==> run_1/met1.png <==
Supply wires on this layer in grey.
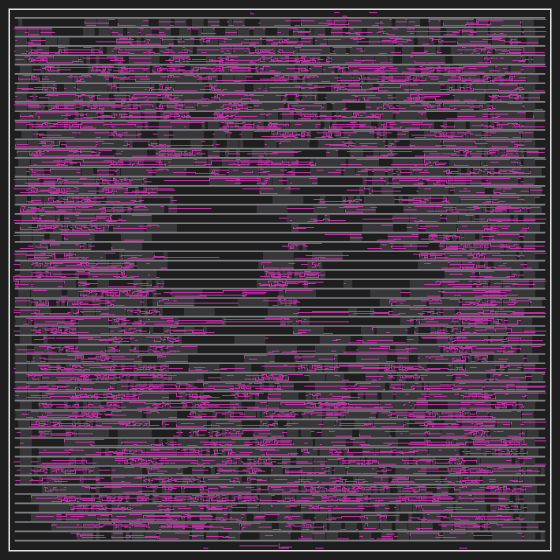
==> run_1/registers.png <==
Other sequential cells in the stronger grey, the rest of the logic in the fainter grey.
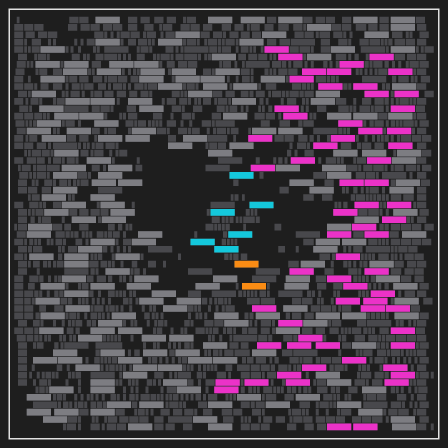
==> run_1/port_nets.png <==
Bar = 50 microns.
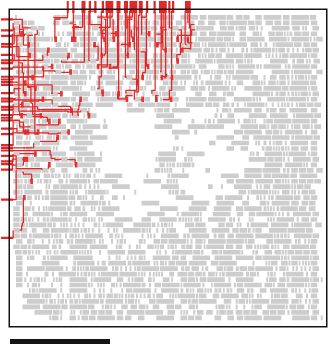
==> run_1/final_congestion.png <==
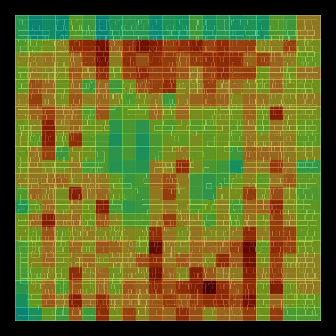
[src/rtl/alu_mul_seq.sv]
// Iterative shift-and-add multiplier that borrows the shared ALU adder.
// Returns the low WIDTH bits of mcand*mplier with a start/busy/done handshake.
module alu_mul_seq #(
  parameter int          WIDTH   = 64,
  parameter logic [3:0]  ADD_CTL = 4'b0010
) (
  input  logic             clk,
  input  logic             reset,
  input  logic             start,
  input  logic [WIDTH-1:0] mcand_in,
  input  logic [WIDTH-1:0] mplier_in,
  output logic             busy,
  output logic             done,
  output logic [WIDTH-1:0] product,
  output logic             prod_zero,
  output logic [WIDTH-1:0] alu_a_out,
  output logic [WIDTH-1:0] alu_b_out,
  output logic [3:0]       alu_control_out,
  input  logic [WIDTH-1:0] alu_result_in,
  input  logic             alu_zero_in
);

  localparam int CW = (WIDTH > 1) ? $clog2(WIDTH) : 1;

  typedef enum logic [1:0] {IDLE, RUN, FLAG} state_t;

  state_t           state_q, state_d;
  logic [WIDTH-1:0] acc_q, acc_d;
  logic [WIDTH-1:0] mcand_q, mcand_d;
  logic [WIDTH-1:0] mplier_q, mplier_d;
  logic [CW-1:0]    cnt_q, cnt_d;
  logic [WIDTH-1:0] product_q, product_d;
  logic             prod_zero_q, prod_zero_d;
  logic             done_q, done_d;

  always_ff @(posedge clk or posedge reset) begin
    if (reset) begin
      state_q     <= IDLE;
      acc_q       <= '0;
      mcand_q     <= '0;
      mplier_q    <= '0;
      cnt_q       <= '0;
      product_q   <= '0;
      prod_zero_q <= 1'b0;
      done_q      <= 1'b0;
    end else begin
      state_q     <= state_d;
      acc_q       <= acc_d;
      mcand_q     <= mcand_d;
      mplier_q    <= mplier_d;
      cnt_q       <= cnt_d;
      product_q   <= product_d;
      prod_zero_q <= prod_zero_d;
      done_q      <= done_d;
    end
  end

  always_comb begin
    state_d     = state_q;
    acc_d       = acc_q;
    mcand_d     = mcand_q;
    mplier_d    = mplier_q;
    cnt_d       = cnt_q;
    product_d   = product_q;
    prod_zero_d = prod_zero_q;
    done_d      = 1'b0;
    alu_a_out   = '0;
    alu_b_out   = '0;
    case (state_q)
      IDLE: begin
        if (start) begin
          acc_d    = '0;
          mcand_d  = mcand_in;
          mplier_d = mplier_in;
          cnt_d    = '0;
          state_d  = RUN;
        end
      end
      RUN: begin
        alu_a_out = acc_q;
        alu_b_out = mplier_q[0] ? mcand_q : '0;
        acc_d     = alu_result_in;
        mcand_d   = mcand_q << 1;
        mplier_d  = mplier_q >> 1;
        cnt_d     = cnt_q + CW'(1);
        // Stop early once no set multiplier bits remain.
        if ((mplier_q >> 1) == '0 || cnt_q == CW'(WIDTH - 1))
          state_d = FLAG;
      end
      FLAG: begin
        // ALU computes acc+0 so its zero flag reflects the final product.
        alu_a_out   = acc_q;
        product_d   = acc_q;
        prod_zero_d = alu_zero_in;
        done_d      = 1'b1;
        state_d     = IDLE;
      end
      default: state_d = IDLE;
    endcase
  end

  assign busy            = (state_q == RUN) || (state_q == FLAG);
  assign done            = done_q;
  assign product         = product_q;
  assign prod_zero       = prod_zero_q;
  assign alu_control_out = ADD_CTL;

endmodule

[config.mk]
export PLATFORM = sky130hd
export DESIGN_NAME = alu_mul_seq
export DESIGN_NICKNAME = d
export VERILOG_FILES = /design/src/rtl/alu_mul_seq.sv
export SDC_FILE = /design/constraint.sdc
export NUM_CORES = 1
export LEC_CHECK = 0
export ABC_AREA = 1
export CAP_MARGIN = 20
export CORE_UTILIZATION = 50
export DETAILED_ROUTE_END_ITERATION = 10
export GPL_ROUTABILITY_DRIVEN = 0
export GPL_TIMING_DRIVEN = 1
export PLACE_DENSITY = 0.84
export SYNTH_ARGS = -nofsm -noshare
export SYNTH_HDL_FRONTEND = slang
export SYNTH_SLANG_ARGS = --single-unit
[constraint.sdc]
create_clock -name clk -period 26.2 [get_ports clk]
set_input_delay 5.24 -clock clk [delete_from_list [all_inputs] [get_ports clk]]
set_output_delay 5.24 -clock clk [all_outputs]
set_load 0.02 [all_outputs]
==> impl_metrics.json, run 1 <==
{
  "path_max_fanout": 64,
  "met1_usage_pct": 33.4,
  "yosys.area_share.simple_pct": 19.8,
  "synth-xor-area-share_pct": 0.0726,
  "r2r_cells": 7,
  "arrival_ns": 2.99,
  "ys_top_cells_by_area": "dfrtp_1 55%, nand2_1 12%, mux2_2 5.9%",
  "yosys_warnings": 0,
  "grt_max_degree": 117,
  "drtPass1Iterations": 5,
  "p_sw_mw": 0.911,
  "postCtsHoldBufs": 0,
  "critPathBufInv": 3,
  "signal_buffers": 401,
  "power_frac_seq_pct": 33.5,
  "cap_violations": 0,
  "syn_area_sq_mm": 0.0121,
  "n_sequential_cell": 266,
  "n_fill_cell": 1698,
  "n_tap_cell": 319,
  "drt-initial-drc-count": 569,
  "logic_area_sq_mm": 0.00439,
  "hold_path_end": "acc_q[5]",
  "whs_ns": 0.492,
  "power_sequential_mw": 0.731,
  "vias_per_cell": 5.27,
  "wl_per_cell_microns": 16.7,
  "status": "complete, no violations",
  "final_nets": 1913,
  "leakagePower_nw": 8.16,
  "row_count": 56,
  "dpl_cell_area_sq_mm": 0.0161,
  "most_common_cell": "nand2_1",
  "post_cts_buffers": 0,
  "maxPowerGroup": "combinational cells",
  "rr_endpoint": "mcand_q[61]",
  "ff2ff_setup_slack_ns": 22.09,
  "register_area_sq_mm": 0.00666,
  "aoi_share_pct": 9.68,
  "p_sw_share_pct": 41.8,
  "hold_viol": 0,
  "diodes": 1,
  "tns_ns": 0,
  "yosys_cells": 1372,
  "rsz0062_at_grt": "no",
  "r2r_start": "state_q[1]",
  "holdPathStages": 2,
  "synth-adder-area-share_pct": 0.415,
  "cp-startpoint": "state_q[1]",
  "path_clk_slew_ns": 0.06,
  "final_cell_area_sq_mm": 0.0170,
  "cts_root_buffer": "clkbuf_16",
  "placedCellCount": 1999,
  "layout_top_cell": "nand2_1",
  "remaining_drc_errors": 0,
  "chipArea_sq_mm": 0.0248,
  "cp-end-kind": "output port",
  "top_cell_area_share_pct": 55.2,
  "n_clock_buffer": 45,
  "wl_met3_mm": 2.70,
  "fin_ws_ns": 17.97,
  "hold_class": "reg -> reg",
  "p_int_mw": 1.27,
  "port_buffers": 390,
  "cp-endpoint": "alu_b_out[54]",
  "final_cell_count_no_fill": 2053,
  "max_stage_delay_ns": 0.68,
  "critPathRequiredTime_ns": 20.96,
  "mux_share_pct": 5.88,
  "max_freq_mhz": 122,
  "nNonClkInverters": 165,
  "drive_gt1_share_pct": 7.39,
  "cts_buffer_depth": 3,
  "grt_overflow_total": 0,
  "min_period_ns": 8.23,
  "clock_sinks": 266,
  "crit_chain": "inv_1, ha_4, nand2_2, buf_4, nor2_1, clkdlybuf4s50_1",
  "worstSetupPathDepth": 6,
  "syn_to_final_growth_pct": 41.0,
  "fp_util_pct": 51.2,
  "finalPower_mw": 2.18,
  "p_clk_share_pct": 17.8,
  "wl_met2_mm": 16.7,
  "top_cells_by_count": "394 x nand2_1, 266 x dfrtp_1, 162 x inv_1",
  "max-slew-margin-rel_pct": 29.2,
  "wl_mm": 34.3,
  "pwr.group.clock_mw": 0.387,
  "skew_ns": 0.0140,
  "dpl_worst_slack_ns": 18.28,
  "slew_viol_final": 0,
  "grtUsageMet3_pct": 5.84,
  "crit_type": "reg -> out",
  "finalCritPeriodShare_pct": 31.4,
  "die_h_microns": 157,
  "yosysUniqueCellTypes": 24,
  "grt_pass1_wl_mm": 54.1,
  "tightest_slew_ns": 1.06
}
## Picture notes: met1.png
wire length on this layer = 13300 microns
nets with wire on the layer = 1685
longest straight run = 35.4 microns
share of all routed wire = 39%
main direction = horizontal

## Picture notes: registers.png
state_q -> orange  # placed flops 2
acc_q -> magenta  # placed flops 64
cnt_q -> cyan  # placed flops 6, where centre
not coloured = 194

## Picture notes: port_nets.png
mcand_in -> red  # bits 64, direction input, edge 32 west, 32 north, end cells 64, wire 1770 microns

## Picture notes: final_congestion.png
met2 Track Usage GR: 47.0%
Final Core Density: 72.3%
gr busiest metal: met2

==> run 2: changes to the inputs <==
CORE_UTILIZATION = 42   (was 50)
PLACE_DENSITY = 0.75   (was 0.84)
clock period = 7.3 ns   (was 26.2 ns; I/O delays follow)
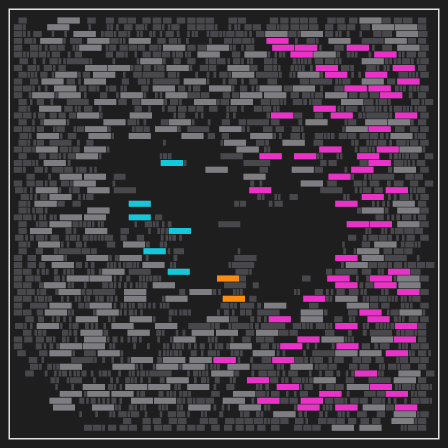
(run_2/registers.png)
Other sequential cells in the stronger grey, the rest of the logic in the fainter grey.
cnt_q -> cyan  # placed flops 6
state_q -> orange  # placed flops 2
acc_q -> magenta  # placed flops 64
not coloured = 194

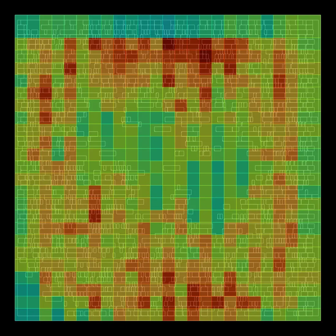
(run_2/final_congestion.png)
met1 usage: 30.0%
average wire per standard cell: 16.5 microns

==> impl_metrics.json, run 2 <==
{
  "status": "complete, no violations",
  "holdPathStages": 2,
  "critPathRequiredTime_ns": 5.84,
  "p_sw_mw": 3.27,
  "n_tap_cell": 378,
  "busiest_layer": "met2",
  "aoi_share_pct": 9.68,
  "worstSetupPathDepth": 6,
  "n_clock_buffer": 42,
  "port_buffers": 390,
  "grtUsageMet3_pct": 4.74,
  "dpl_worst_slack_ns": 2.98,
  "power_sequential_mw": 2.61,
  "yosys_warnings": 0,
  "layout_top_cell": "nand2_1",
  "tightest_slew_ns": 1.04,
  "leakagePower_nw": 8.17,
  "wl_met3_mm": 2.73,
  "use_met2_pct": 38.8,
  "crit_type": "reg -> out",
  "cp-endpoint": "alu_b_out[14]",
  "rsz0062_at_grt": "no",
  "dpl_cell_area_sq_mm": 0.0161,
  "placedCellCount": 2058,
  "fin_ws_ns": 2.91,
  "cap_violations": 0,
  "rr_endpoint": "mcand_q[48]",
  "hold_viol": 0,
  "vias_per_cell": 5.01,
  "die_h_microns": 171,
  "skew_ns": 0.00744,
  "top_cell_area_share_pct": 55.2,
  "synth-adder-area-share_pct": 0.415,
  "ys_top_cells_by_area": "dfrtp_1 55%, nand2_1 12%, mux2_2 5.9%",
  "yosys_cells": 1372,
  "finalPower_mw": 7.89,
  "logic_area_sq_mm": 0.00439,
  "cp-end-kind": "output port",
  "syn_area_sq_mm": 0.0121,
  "hold_class": "reg -> reg",
  "r2r_cells": 9,
  "final_nets": 1913,
  "grt_overflow_total": 0,
  "p_clk_share_pct": 18.3,
  "power_frac_seq_pct": 33.1,
  "yosysUniqueCellTypes": 24,
  "drtPass1Iterations": 5,
  "postCtsHoldBufs": 0,
  "critPathBufInv": 3,
  "drt-initial-drc-count": 807,
  "r2r_start": "state_q[1]",
  "most_common_cell": "nand2_1",
  "wl_mm": 34.7,
  "maxPowerGroup": "combinational cells",
  "chipArea_sq_mm": 0.0294,
  "ff2ff_setup_slack_ns": 4.01,
  "register_area_sq_mm": 0.00666,
  "final_cell_area_sq_mm": 0.0171,
  "clock_sinks": 266,
  "path_max_fanout": 62,
  "diodes": 0,
  "p_int_mw": 4.62,
  "wl_met2_mm": 16.7,
  "sh_seq_area_pct": 38.9,
  "fp_util_pct": 43.1,
  "synth-xor-area-share_pct": 0.0726,
  "cts_root_buffer": "clkbuf_16",
  "whs_ns": 0.491,
  "nNonClkInverters": 165,
  "signal_buffers": 401,
  "grt_pass1_wl_mm": 54.3,
  "arrival_ns": 2.93,
  "crit_chain": "inv_1, ha_4, nand2_2, buf_12, nor2_1, clkdlybuf4s50_1",
  "yosys.area_share.simple_pct": 19.8,
  "row_count": 61,
  "max-slew-margin-rel_pct": 30.5,
  "top_cells_by_count": "394 x nand2_1, 266 x dfrtp_1, 162 x inv_1",
  "syn_to_final_growth_pct": 41.9,
  "mux_share_pct": 5.88,
  "tns_ns": 0,
  "cp-startpoint": "state_q[1]",
  "max_freq_mhz": 228,
  "grt_max_degree": 171,
  "max_stage_delay_ns": 0.62,
  "n_sequential_cell": 266,
  "post_cts_buffers": 0
}
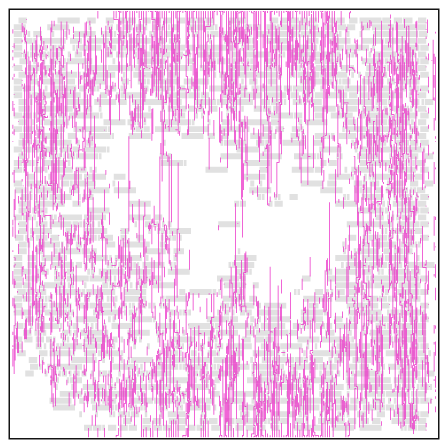
(run_2/met2.png)
longest straight run = 61.9 microns
wire length on this layer = 16700 microns
main direction = vertical

==> run 3: changes to the inputs <==
CORE_UTILIZATION = 47   (was 42)
PLACE_DENSITY = 0.8   (was 0.75)
clock period = 4.3 ns   (was 7.3 ns; I/O delays follow)
==> impl_metrics.json, run 3 <==
{
  "worstSetupPathDepth": 6,
  "final_nets": 1914,
  "critPathBufInv": 4,
  "dpl_worst_slack_ns": 0.990,
  "tightest_slew_ns": 0.997,
  "register_area_sq_mm": 0.00666,
  "pwr.group.clock_mw": 2.66,
  "synth-adder-area-share_pct": 0.415,
  "grt_overflow_total": 0,
  "row_count": 58,
  "finalPower_mw": 13.6,
  "r2r_start": "state_q[1]",
  "p_clk_share_pct": 19.5,
  "whs_ns": 0.493,
  "power_sequential_mw": 4.43,
  "hold_class": "reg -> reg",
  "tns_ns": 0,
  "final_cell_count_no_fill": 2066,
  "logic_area_sq_mm": 0.00439,
  "hold_viol": 0,
  "grtUsageMet3_pct": 4.83,
  "die_h_microns": 162,
  "postCtsHoldBufs": 0,
  "ys_top_cells_by_area": "dfrtp_1 55%, nand2_1 12%, mux2_2 5.9%",
  "cap_violations": 0,
  "n_clock_buffer": 41,
  "slew_viol_final": 0,
  "r2r_cells": 6,
  "top_cell_area_share_pct": 55.2,
  "path_max_fanout": 32,
  "cp-endpoint": "alu_a_out[60]",
  "final_cell_area_sq_mm": 0.0172,
  "crit_type": "reg -> out",
  "yosys_warnings": 0,
  "status": "complete, no violations",
  "wl_mm": 34.0,
  "fin_ws_ns": 0.446,
  "most_common_cell": "nand2_1",
  "hold_path_end": "acc_q[24]",
  "cp-end-kind": "output port",
  "drt-initial-drc-count": 966,
  "fp_util_pct": 47.9,
  "critPathRequiredTime_ns": 3.44,
  "p_sw_share_pct": 40.8,
  "chipArea_sq_mm": 0.0263,
  "yosys.area_share.simple_pct": 19.8,
  "yosysUniqueCellTypes": 24,
  "holdPathStages": 2,
  "use_met2_pct": 41.9,
  "maxPowerGroup": "combinational cells",
  "clock_sinks": 266,
  "dpl_cell_area_sq_mm": 0.0161,
  "syn_area_sq_mm": 0.0121,
  "p_sw_mw": 5.57,
  "skew_ns": 0.0189,
  "p_int_mw": 8.07,
  "min_period_ns": 3.85,
  "arrival_ns": 2.99,
  "met1_usage_pct": 33.6,
  "layout_top_cell": "nand2_1",
  "leakagePower_nw": 8.24,
  "n_fill_cell": 1960,
  "sh_seq_area_pct": 38.7,
  "aoi_share_pct": 9.68,
  "grt_max_degree": 197,
  "cp-startpoint": "state_q[0]",
  "grt_pass1_wl_mm": 53.6,
  "power_frac_seq_pct": 32.5,
  "nNonClkInverters": 165,
  "path_clk_slew_ns": 0.06,
  "finalCritPeriodShare_pct": 89.6,
  "drtPass1Iterations": 5,
  "n_tap_cell": 330,
  "max-slew-margin-rel_pct": 33.5,
  "synth-xor-area-share_pct": 0.0726,
  "n_sequential_cell": 266,
  "max_stage_delay_ns": 0.66
}
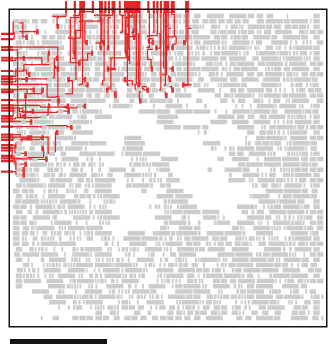
(run_3/port_nets.png)
Bar = 50 microns.
mcand_in -> red  # bits 64, direction input, edge 33 north, 31 west, end cells 64, wire 1710 microns

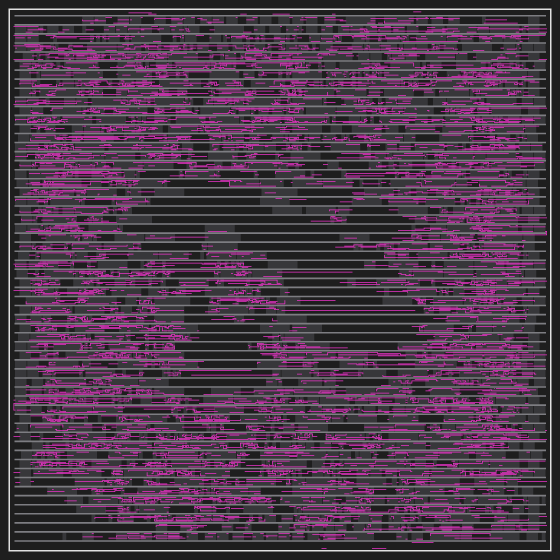
(run_3/met1.png)
Supply wires on this layer in grey.
wire length on this layer = 13900 microns
longest straight run = 40.0 microns
nets with wire on the layer = 1644
main direction = horizontal
share of all routed wire = 41%

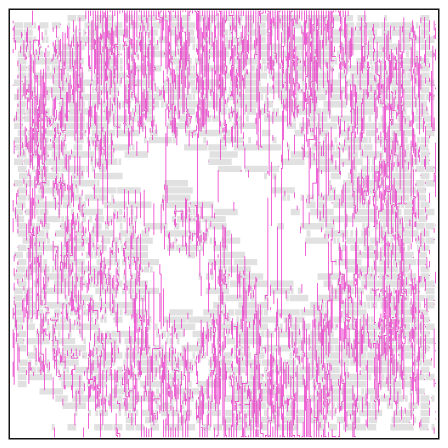
(run_3/met2.png)
nets with wire on the layer = 1582
wire length on this layer = 16400 microns
share of all routed wire = 48%
longest straight run = 58.8 microns

